==> config.mk <==
export PLATFORM = sky130hd
export DESIGN_NAME = hazard_sched
export DESIGN_NICKNAME = d
export VERILOG_FILES = /design/src/rtl/hazard_sched_pkg.sv /design/src/rtl/hazard_sched_md_busy_cnt.sv /design/src/rtl/hazard_sched.sv
export SDC_FILE = /design/constraint.sdc
export NUM_CORES = 1
export LEC_CHECK = 0
export CAP_MARGIN = 20
export CORE_MARGIN = 3
export CORE_UTILIZATION = 50
export DETAILED_ROUTE_END_ITERATION = 12
export DONT_BUFFER_PORTS = 1
export MAX_ROUTING_LAYER = met4
export SLEW_MARGIN = 20
export SYNTH_ARGS = -nofsm -noshare
export SYNTH_HDL_FRONTEND = slang
export SYNTH_SLANG_ARGS = --single-unit
==> constraint.sdc <==
create_clock -name clk -period 2.1 [get_ports clk]
set_input_delay 0.315 -clock clk [delete_from_list [all_inputs] [get_ports clk]]
set_output_delay 0.315 -clock clk [all_outputs]
set_load 0.02 [all_outputs]
logic_types.png
The bar under the picture is 10 um long.
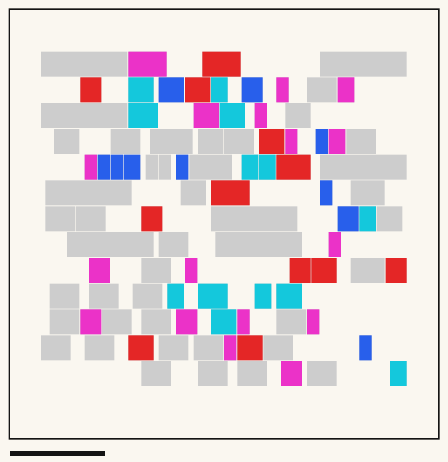
- red: AND and OR gates (cells 12; most used or4_1)
- blue: NAND gates (cells 10; most used nand2_1)
- magenta: NOR gates (cells 17; most used nor2_1)
- cyan: inverting AOI/OAI gates (cells 13; most used o21ai_0)
Comb/total area: 67.1%
Commonest Layout Cell: xor2_1
Post-Layout Cell Count: 110

detail.png
The bar under the picture is 10 um long. Window x 10 to 35, y 1 to 26 um. Cells in gray, sequential cells in the stronger gray; small squares are vias.
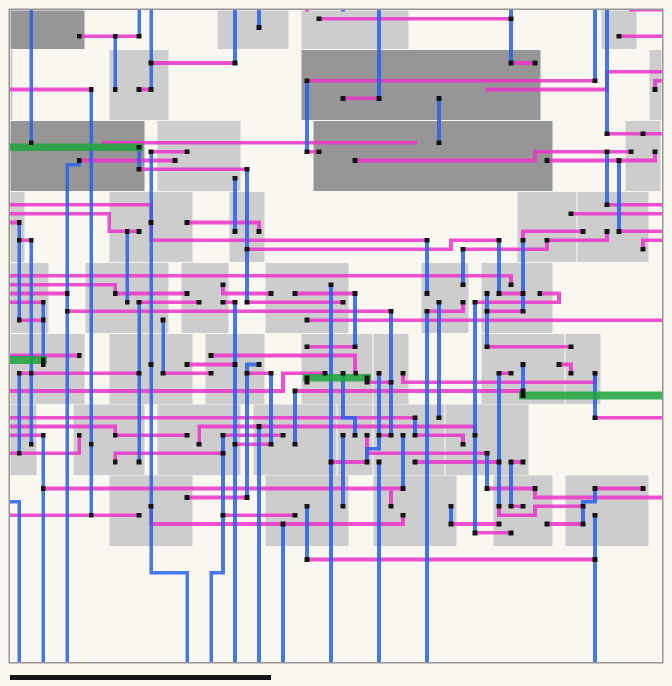
- blue: metal 2
- green: metal 3
- magenta: metal 1
- most frequent: xor2_1 (13), nor2_1 (5)
- cells with their middle in the window: 36
- sequential cells in the window: 3

placement.png
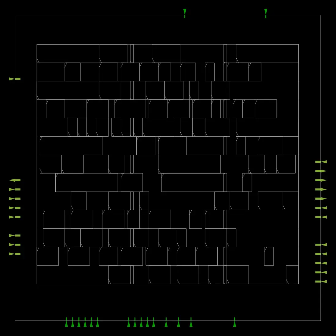
flip-flops: 8
core outline area: 1370 um^2
Seq/total area: 24.1%
row count: 13

==> flow_summary.toml <==
# implementation run metrics
[cts]
clock-sinks = 8
ctsResizeCount = 0
numCtsBuffers = 3
ctsRootBufferMaster = "clkbuf_4"

[floorplan]
fp-utilization_pct = 56.0
die_area_um2 = 2040
die_w_um = 45.1

[synthesis]
syn_inst = 89
ys_warn_count = 0
yosys_cells = 89
ys_seq_share_pct = 26.1

[final_layout]
layout-drive-gt1-share_pct = 12.6
final_area_um2 = 832

[drt]
num_vias = 659
drt_iter0_markers = 12
route.detailed.drc = 0
wl_per_cell_um = 15.9

[critical_path]
worstSetupPathType = "input port to output port"
crit_path_start_kind = "input port"
rrSetupSlack_ns = 0.29

[placed_design]
dp_hpwl_mm = 1.48
place_ws_ns = 0.182

[global_routing]
grtUsageMet2_pct = 24.9
antenna_found_initial = 0
use_met3_pct = 9.16
top_usage_layer = "met1"

[hold_path]
hold_depth = 1

[power_and_ir_drop]
p_comb_share_pct = 49.8
clkPwrFrac_pct = 14.9

[final_timing]
maxSlewHeadroom_pct = 76.1
worst_slack_ns = 0.162
hold_slack_ns = 0.124

[run_status]
outcome = "completed"
-- synthesized netlist by cell type (2+ instances only) --
master   instances
xnor2_1          2
inv_1            2
nand2_1          6
a21oi_1          3
o21ai_0          4
xor2_1          21
ha_1             2
or4_1            4
nor4_1           4
nor3_1           2
dfrtp_1          8
or2_2            3
a22oi_1          2
nor2_1           9
-- power groups by stage --
stage / clock network (mW) / registers [mW] / logic, mW
global placement: 0 / 0.270 / 0.373
CTS: 0.121 / 0.270 / 0.382
finish: 0.114 / 0.271 / 0.382
global route: 0.129 / 0.281 / 0.438
detailed placement: 0 / 0.272 / 0.372
floorplan: 0 / 0.257 / 0.315
-- layer usage --
metal | wire length [um] | vias to the layer above
met5 | 0 | -
met4 | 9 | 0
met3 | 175 | 2
met2 | 727 | 26
met1 | 837 | 299
li1 | - | 332
-- critical path, cell delays in order --
cell and delay [ns]:
or4_1 0.51, o21ai_0 0.16, a2bb2oi_1 0.33, o311a_1 0.32
-- layout by cell type (no fill, tap or decap) --
cell type,n
a211o_1,1
a211oi_1,1
a21oi_1,3
a22oi_1,2
a2bb2oi_1,1
a311oi_1,1
and2_1,1
and3b_2,1
buf_4,2
clkbuf_4,3
dfrtp_1,8
dlygate4sd3_1,1
ha_1,2
inv_1,2
nand2_1,6
nand2b_1,1
nand3_1,1
nand3b_1,1
nand4_1,1
nor2_1,9
nor2_4,1
nor3_1,2
nor3b_1,1
nor4_1,4
o21ai_0,4
o311a_1,1
o31ai_1,1
or2_2,3
or2b_1,1
or3_4,1
or3b_4,1
or4_1,4
xnor2_1,2
xor2_1,21
-- final cells by class --
cell class,count,area (um^2)
clock buffer,3,22.5
fill,137,534
inverter,2,7.51
multi-input combinational,79,558
sequential,8,200
tap,15,18.8
timing repair buffer,3,25.0
-- cell families after synthesis --
family / after synthesis / synth area share (%)
AND-OR/OR-AND: 15 / 13.2
XOR/XNOR: 23 / 26.3
adder cells (fa/ha/maj): 2 / 3.27
buffers and inverters: 2 / 0.981
flip-flops: 8 / 26.1
AND/OR/NAND/NOR: 39 / 30.1
-- repair_timing --
item | 4_1_cts | 5_1_grt
hold endpoints to repair | 8 | 0
hold buffers | 1 | 0
setup endpoints to repair | 0 | 0
Power figures rest on the tool's default switching activity, not on a simulated workload.
